### src/rtl/micro_op_picker.sv
// micro_op_picker: buffers one decode group of micro-op slots and emits the
// valid ones in ascending slot order, compacted into OUT_WIDTH lanes per cycle.
// Decode is held off until the buffered group has fully drained.
module micro_op_picker #(
   parameter int DECODE_WIDTH = 2,
   parameter int MOP_MAX      = 3,
   parameter int OUT_WIDTH    = 2,
   parameter int INFO_W       = 64,
   localparam int ALL_W       = DECODE_WIDTH * MOP_MAX
) (
   input  logic                      clk,
   input  logic                      rst_n,
   input  logic                      flush,
   input  logic                      in_valid,
   output logic                      in_ready,
   input  logic [ALL_W-1:0]          in_mop_valid,
   input  logic [ALL_W*INFO_W-1:0]   in_mop_info,
   input  logic                      out_stall,
   output logic [OUT_WIDTH-1:0]      out_valid,
   output logic [OUT_WIDTH*INFO_W-1:0] out_info,
   output logic                      out_group_end
);

   // Wide enough to hold any slot rank and the lane count without truncation.
   localparam int RW = $clog2(ALL_W + OUT_WIDTH + 1);

   logic [ALL_W-1:0]                pending_reg;
   logic [ALL_W-1:0]                pending_next;
   logic [ALL_W-1:0]                picked;
   logic [ALL_W*INFO_W-1:0]         info_reg;
   logic [ALL_W-1:0][RW-1:0]        rank;
   logic [RW-1:0]                   pop_count;
   logic [OUT_WIDTH-1:0][ALL_W-1:0] lane_sel;
   logic [INFO_W-1:0][ALL_W-1:0]    info_t;
   logic                            accept;

   // Per-slot rank = number of pending slots below it; a slot with rank n
   // lands on lane n. Slots whose rank reaches OUT_WIDTH wait for a later cycle.
   genvar gi, gj, gk;
   generate
      for (gi = 0; gi < ALL_W; gi++) begin : g_slot
         if (gi == 0) begin : g_first
            assign rank[gi] = '0;
         end else begin : g_rest
            assign rank[gi] = RW'($countones(pending_reg[gi-1:0]));
         end
         assign picked[gi] = pending_reg[gi] && (rank[gi] < RW'(OUT_WIDTH));
         // Transpose the payload so each output bit is a one-hot AND-OR.
         for (gk = 0; gk < INFO_W; gk++) begin : g_bit
            assign info_t[gk][gi] = info_reg[gi*INFO_W + gk];
         end
      end

      for (gj = 0; gj < OUT_WIDTH; gj++) begin : g_lane
         for (gi = 0; gi < ALL_W; gi++) begin : g_sel
            assign lane_sel[gj][gi] = pending_reg[gi] && (rank[gi] == RW'(gj));
         end
         assign out_valid[gj] = |lane_sel[gj];
         // At most one select bit is set, so unused lanes read as zero.
         for (gk = 0; gk < INFO_W; gk++) begin : g_obit
            assign out_info[gj*INFO_W + gk] = |(lane_sel[gj] & info_t[gk]);
         end
      end
   endgenerate

   assign pop_count     = RW'($countones(pending_reg));
   assign out_group_end = (pending_reg != '0) && (pop_count <= RW'(OUT_WIDTH));

   // Accepting while the last lanes drain gives back-to-back groups with no
   // bubble; this makes in_ready depend combinationally on out_stall.
   assign in_ready = !flush && ((pending_reg == '0) || (out_group_end && !out_stall));
   assign accept   = in_valid && in_ready;

   // Next pending mask: flush wins, then a new group, then normal advance.
   always_comb begin
      pending_next = pending_reg;
      if (flush) begin
         pending_next = '0;
      end else if (accept) begin
         pending_next = in_mop_valid;
      end else if (!out_stall) begin
         pending_next = pending_reg & ~picked;
      end
   end

   // Pending mask register; clearing it is all that is needed to empty the block.
   always_ff @(posedge clk or negedge rst_n) begin
      if (!rst_n) begin
         pending_reg <= '0;
      end else begin
         pending_reg <= pending_next;
      end
   end

   // Payload store; contents only matter for slots marked pending.
   always_ff @(posedge clk) begin
      if (accept) begin
         info_reg <= in_mop_info;
      end
   end

endmodule
### config.mk
export PLATFORM = sky130hd
export DESIGN_NAME = micro_op_picker
export DESIGN_NICKNAME = d
export VERILOG_FILES = /design/src/rtl/micro_op_picker.sv
export SDC_FILE = /design/constraint.sdc
export NUM_CORES = 1
export LEC_CHECK = 0
export CAP_MARGIN = 10
export CORE_AREA = 2 2 207 209
export DETAILED_ROUTE_END_ITERATION = 8
export DIE_AREA = 0 0 209 211
export GPL_ROUTABILITY_DRIVEN = 0
export MAX_ROUTING_LAYER = met4
export PLACE_DENSITY = 0.69
export SKIP_LAST_GASP = 1
export SYNTH_ARGS = -nofsm -noshare
export SYNTH_HDL_FRONTEND = slang
export SYNTH_SLANG_ARGS = --single-unit
export TNS_END_PERCENT = 10
### constraint.sdc
create_clock -name clk -period 29 [get_ports clk]
set_input_delay 8.7 -clock clk [delete_from_list [all_inputs] [get_ports clk]]
set_output_delay 8.7 -clock clk [all_outputs]
set_load 0.01 [all_outputs]
==> results_slide.txt, run 1 <==
Key Metrics from the Run

Outcome
  • Result of the run: complete, no violations

Worst setup path
  • Cells on worst reg2reg path: 10
  • WP data arrival: 10,090 ps
  • Crit path max fanout: 6
  • Startpoint of the most critical setup path: out_stall
  • Path length in cells of the critical path: 5
  • Reg-to-reg endpoint: info_reg[216]
  • Critical Path, Cell by Cell: clkdlybuf4s50_1 > inv_1 > a32oi_1 > nor2_1 > clkdlybuf4s50_1

Finish
  • Ant. Diodes: 10
  • Fraction of final layout cells sized beyond drive strength 1: 5.390%
  • Number of nets in the finished design: 2,083
  • Relative area change from synthesis to final layout: 42.85%
  • Final instance count without filler cells: 2,256
  • Max reg flops: 384
  • Number of buffers outside the clock class in the layout: 540

STA
  • Fin Hold WS: 869.6 ps
  • Fin crit share: 64.80%
  • Final worst clock skew: 18.96 ps
  • Number of endpoints with negative hold slack in the final report: 0
  • Number of failing setup endpoints in the final timing report: 0
  • Final critical path time including I/O delays and setup: 18,790 ps
  • Final slew viol count: 0

Place
  • Placed instance count: 2,169
  • HPWL after detailed placement: 36,830 um
  • Total of buffers placed on input and output ports: 526

Drt
  • DRC marker count from the first detailed-route iteration: 1,620

Global routing
  • Initial antenna violation count: 10

Job
  • Number of warnings in the stage logs: 35

Synth
  • Compound-cell area share of the yosys netlist: 7.446%
  • Simple Share, Synth: 15.70%
  • Mean area per synthesized cell: 13.78 um2
  • Chip area line of the yosys report: 16,280 um2
  • Synth Net Count: 1,590
  • Registers, synthesis: 390
  • Multiplexer area fraction after synthesis: 0.5533%

CTS
  • Count of instances resized after the clock tree is built: 0
  • Later-pin clock latency in the skew report: 580 ps
  • TritonCTS clock tree: done

Min path
  • Worst hold endpoint: pending_reg[3]
  • Hold Path Origin: pending_reg[3]

Power
  • Sw Pwr: 0.5023 mW
  • Worst vdd ir: 0.00006074 V
[run 1: cell usage in the layout (no fill, tap or decap), drive strengths merged, types with 2 or more instances in the layout]
cell / Yosys / routed
a211oi: 3 / 3
a222oi: 64 / 64
a22oi: 65 / 65
and2: 2 / 2
buf: 58 / 14
bufinv: 0 / 2
clkbuf: 34 / 57
clkdlybuf4s50: 0 / 526
clkinv: 0 / 15
dfrtp: 6 / 6
diode: 0 / 10
edfxtp: 384 / 384
fa: 5 / 5
ha: 8 / 8
inv: 13 / 15
mux2: 6 / 6
nand2: 256 / 256
nand3: 129 / 129
nand4: 128 / 128
nor2: 3 / 3
nor3: 4 / 4
[run 1: metal layers]
layer,vias up,wire (um)
met5,-,0
met4,0,2202
met3,159,7084
met2,911,28440
met1,6460,20730
li1,5695,-
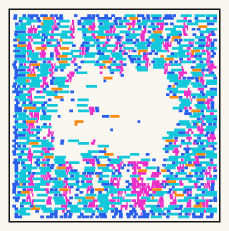
Figure 1: run 1, cell classes on the final placement.
Scale: 1 px per um.
legend:
  clock drivers and dummy loads:
    color: orange
    cells: 77
  remaining buffers and delay cells:
    color: blue
    cells: 540
  registers:
    color: cyan
    cells: 390
  remaining logic cells:
    color: magenta
    cells: 700
Placement Rows: 75
summed area of non-filler cells in the final layout: 23,260 um2
utilization after layout: 55.70%
flip-flop and latch share of the layout cell area: 50.24%
placeable core region: 41,760 um2

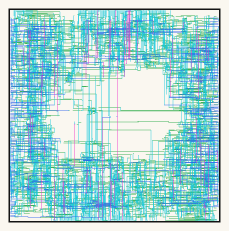
Figure 2: run 1, routed metal, one color a layer.
Scale: 1 px per um.
legend:
  M3:
    color: blue
    wire_length: 7,080 um
  M4:
    color: magenta
    wire_length: 2,200 um
  M2:
    color: cyan
    wire_length: 28.4 mm
  M1:
    color: green
    wire_length: 20.7 mm
All-Layer GR Usage: 26.40%
count of vias placed by the detailed router: 13,230
Routed Wire Length: 58,460 um
detailed-route wire length per cell: 25.91 um

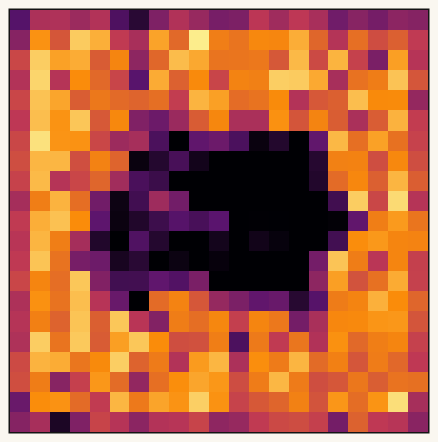
Figure 3: run 1, local utilization.
Scale: 2 px per um. The die is cut into 21 by 21 equal tiles; black is low, pale yellow is high, 0 to 100% covered.
tiles over 75% full: 20%
fullest tile: 96%
emptiest ninth of the die: center
mean over tiles: 51%
nearly empty tiles: 10%
floorplan core density: 38.99%

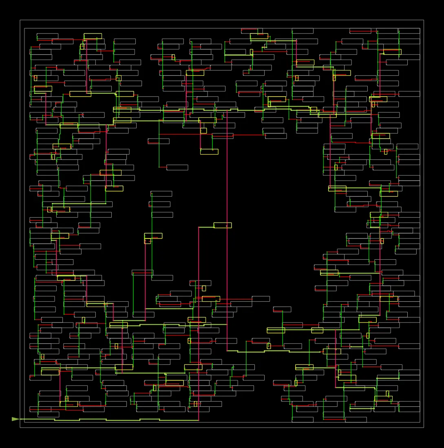
Figure 4: run 1, the clock network.
power in the clock group: 0.519 mW
number of flip-flops and latches: 390
number of buffers inserted during clock tree synthesis: 43
CTS sink count: 390

Figure 5. Pin map (run 1).
Scale: 2 px per um. Pins as bars across the die edge, other pins in gray.
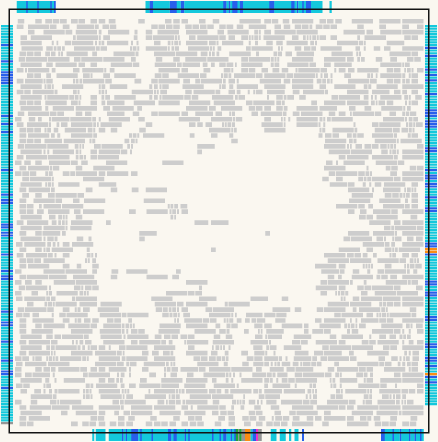

## Run 2: what changed since run 1
- clock period: 29 -> 18.4 ns (I/O delays scaled with it)
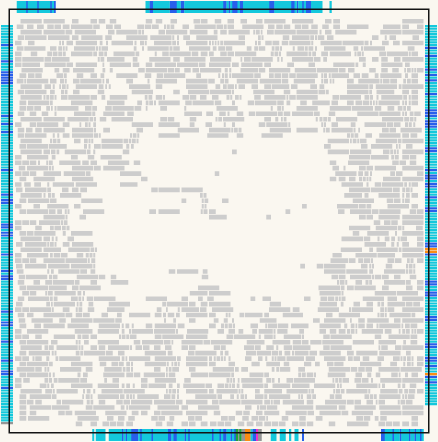
Figure 6: run 2, pin map.
Scale: 2 px per um. Pins as bars across the die edge, other pins in gray.
legend:
  `in_mop_info`:
    color: cyan
    pins: 384
    direction: input
    edge: 116 west, 99 east, 88 north, 81 south
  `out_valid`:
    color: green
    pins: 2
    direction: output
    edge: south
  `in_mop_valid`:
    color: orange
    pins: 6
    direction: input
    edge: 3 east, 3 south
  `flush`:
    color: magenta
    pins: 1
    direction: input
    edge: south
  `out_info`:
    color: blue
    pins: 128
    direction: output
    edge: 38 east, 30 north, 30 west, 30 south
vertical extent of the die: 211 um
die span in x: 209 um

==> run 2 against run 1 <==
- routed wire length fell by 0.47%
- synthesized cell count unchanged
- via count shrank 0.24%
- largest cell class unchanged
- largest power group unchanged
==> results_slide.txt, run 2 <==
Key Metrics from the Run

Finish
  • Number of nets in the finished design: 2,084
  • Summed area of non-filler cells in the final layout: 23,340 um2
  • Relative area change from synthesis to final layout: 43.36%
  • Top logic cells by instance count in the layout: sky130_fd_sc_hd__clkdlybuf4s50_1, sky130_fd_sc_hd__edfxtp_1, sky130_fd_sc_hd__nand2_1, sky130_fd_sc_hd__nand3_1, sky130_fd_sc_hd__nand4_1
  • Fraction of final layout cells sized beyond drive strength 1: 5.682%

Drt
  • DRC marker count from the first detailed-route iteration: 1,637
  • Detail Route met2 WL: 28,710 um
  • Highest routed layer: met4

CTS
  • CTS sink count: 390
  • TritonCTS clock tree: done
  • Later-pin clock latency in the skew report: 570 ps

Synth
  • Synth Net Count: 1,590

STA
  • Number of failing setup endpoints in the final timing report: 0
  • Number of endpoints with negative hold slack in the final report: 0
  • Final critical path time including I/O delays and setup: 12,480 ps

Worst setup path
  • Reg-to-reg endpoint: info_reg[292]
  • Critical Path, Cell by Cell: clkdlybuf4s50_1 > inv_1 > a32oi_1 > nor2_1 > clkdlybuf4s50_1

Job
  • Number of warnings in the stage logs: 34

Die
  • Placement Rows: 75
  • Placeable core region: 41,760 um2

Outcome
  • Result of the run: complete, no violations

Min path
  • Worst hold endpoint: pending_reg[3]

Power
  • Worst vdd ir: 0.0001078 V
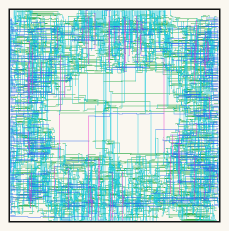
Figure 7: run 2, routed metal, one color a layer.
Scale: 1 px per um.
legend:
  M1:
    color: green
    wire_length: 21.0 mm
  M4:
    color: magenta
    wire_length: 1,890 um
  M2:
    color: cyan
    wire_length: 28.7 mm
  M3:
    color: blue
    wire_length: 6,560 um
All-Layer GR Usage: 26.37%
Routed Wire Length: 58,180 um

[run 2: cell count changes in the layout (fill, tap and decap cells not counted), sizes merged]
cell,before,now
diode,10,15
clkbuf,57,53
bufinv,2,4
buf,14,15
clkinvlp,1,2
[run 2: where the power goes]
part           switching (mW)  internal, mW
clock                   0.348         0.505
sequential             0.0474          1.11
combinational           0.394         0.311
[run 2: worst max-delay path by stage]
stage	start	cells after the start	slack, ps	end
floorplan	flush	4	4190	info_reg[0]
global placement	out_stall	5	5960	in_ready
detailed placement	out_stall	5	5950	in_ready
CTS	out_stall	5	5920	in_ready
global route	out_stall	5	5850	in_ready
finish	out_stall	5	5920	in_ready
[run 2: per-layer routing]
metal	vias up	global-route usage, %
met5	-	-
met4	0	10.37
met3	144	7.553
met2	892	43.61
met1	6457	30.49
li1	5700	-
Figure 8. Cell classes on the final placement (run 2).
Scale: 1 px per um.
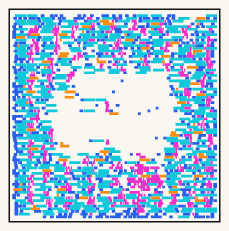

## Run 3: what changed since run 2
- clock period: 18.4 -> 12.8 ns (I/O delays scaled with it)
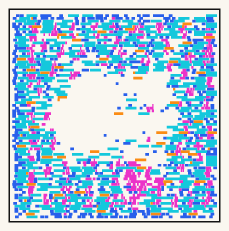
Figure 9: run 3, cell classes on the final placement.
Scale: 1 px per um.
legend:
  remaining logic cells:
    color: magenta
    cells: 700
  registers:
    color: cyan
    cells: 390
  remaining buffers and delay cells:
    color: blue
    cells: 540
  clock drivers and dummy loads:
    color: orange
    cells: 70
summed area of non-filler cells in the final layout: 23,230 um2
flip-flop and latch share of the layout cell area: 50.30%
utilization after layout: 55.63%

==> run 3 against run 2 <==
- worst setup slack worse by 2200 ps
- register-to-register slack worse by 5500 ps
- power is 41% higher
- die size stayed put
- sequential cell count stayed put
- combinational power is 43% higher
- count of clock-buffer cells in the layout is 2 higher
- critical path type unchanged
- critical endpoint unchanged
==> results_slide.txt, run 3 <==
Key Metrics from the Run

Die
  • Placeable core region: 41,760 um2
  • Die span in x: 209 um
  • Placement Rows: 75

Synth
  • Chip area line of the yosys report: 16,280 um2
  • Simple Share, Synth: 15.70%
  • Synth Net Count: 1,590
  • Compound-cell area share of the yosys netlist: 7.446%

CTS
  • CTS sink count: 390

Finish
  • Most instantiated logic cell after routing: sky130_fd_sc_hd__clkdlybuf4s50_1
  • Ant. Diodes: 12

Outcome
  • Result of the run: complete, no violations

Place
  • Placed instance count: 2,169

Power
  • Power in sequential cells: 1.66 mW
  • Sw Pwr: 1.117 mW
  • Combinational logic power: 1.01 mW
  • Worst vdd ir: 0.0001485 V

Global routing
  • Met1 GRT Util: 30.10%
  • Initial antenna violation count: 11

Drt
  • Highest routed layer: met4

STA
  • Fin Hold WS: 879.2 ps

Worst setup path
  • Reg-to-reg endpoint: info_reg[69]
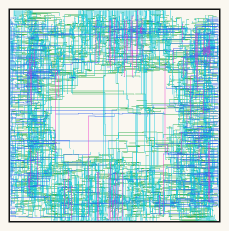
Figure 10: run 3, routed metal, one color a layer.
Scale: 1 px per um.
legend:
  M1:
    color: green
    wire_length: 20.7 mm
  M3:
    color: blue
    wire_length: 7,260 um
  M2:
    color: cyan
    wire_length: 28.2 mm
  M4:
    color: magenta
    wire_length: 2,320 um
Routed Wire Length: 58,470 um
All-Layer GR Usage: 26.46%
count of vias placed by the detailed router: 13,200

run 3: cell counts after synthesis:
No cell type changed its count.
run 3: cell families after synthesis:
logic type / after synthesis
adder cells (fa/ha/maj): 13
multiplexers: 6
AND-OR/OR-AND: 138
buffers and inverters: 105
flip-flops: 390
AND/OR/NAND/NOR: 530
run 3: worst max path at each step:
| stage | to | slack (ps) | startpoint | depth (start not counted) |
|---|---|---|---|---|
| floorplan | info_reg[0] | 270 | flush | 4 |
| global placement | in_ready | 3720 | out_stall | 5 |
| detailed placement | in_ready | 3710 | out_stall | 5 |
| CTS | in_ready | 3700 | out_stall | 5 |
| global route | out_info[49] | 3520 | pending_reg[0] | 13 |
| finish | in_ready | 3700 | out_stall | 5 |
Power and IR drop assume default switching activity.
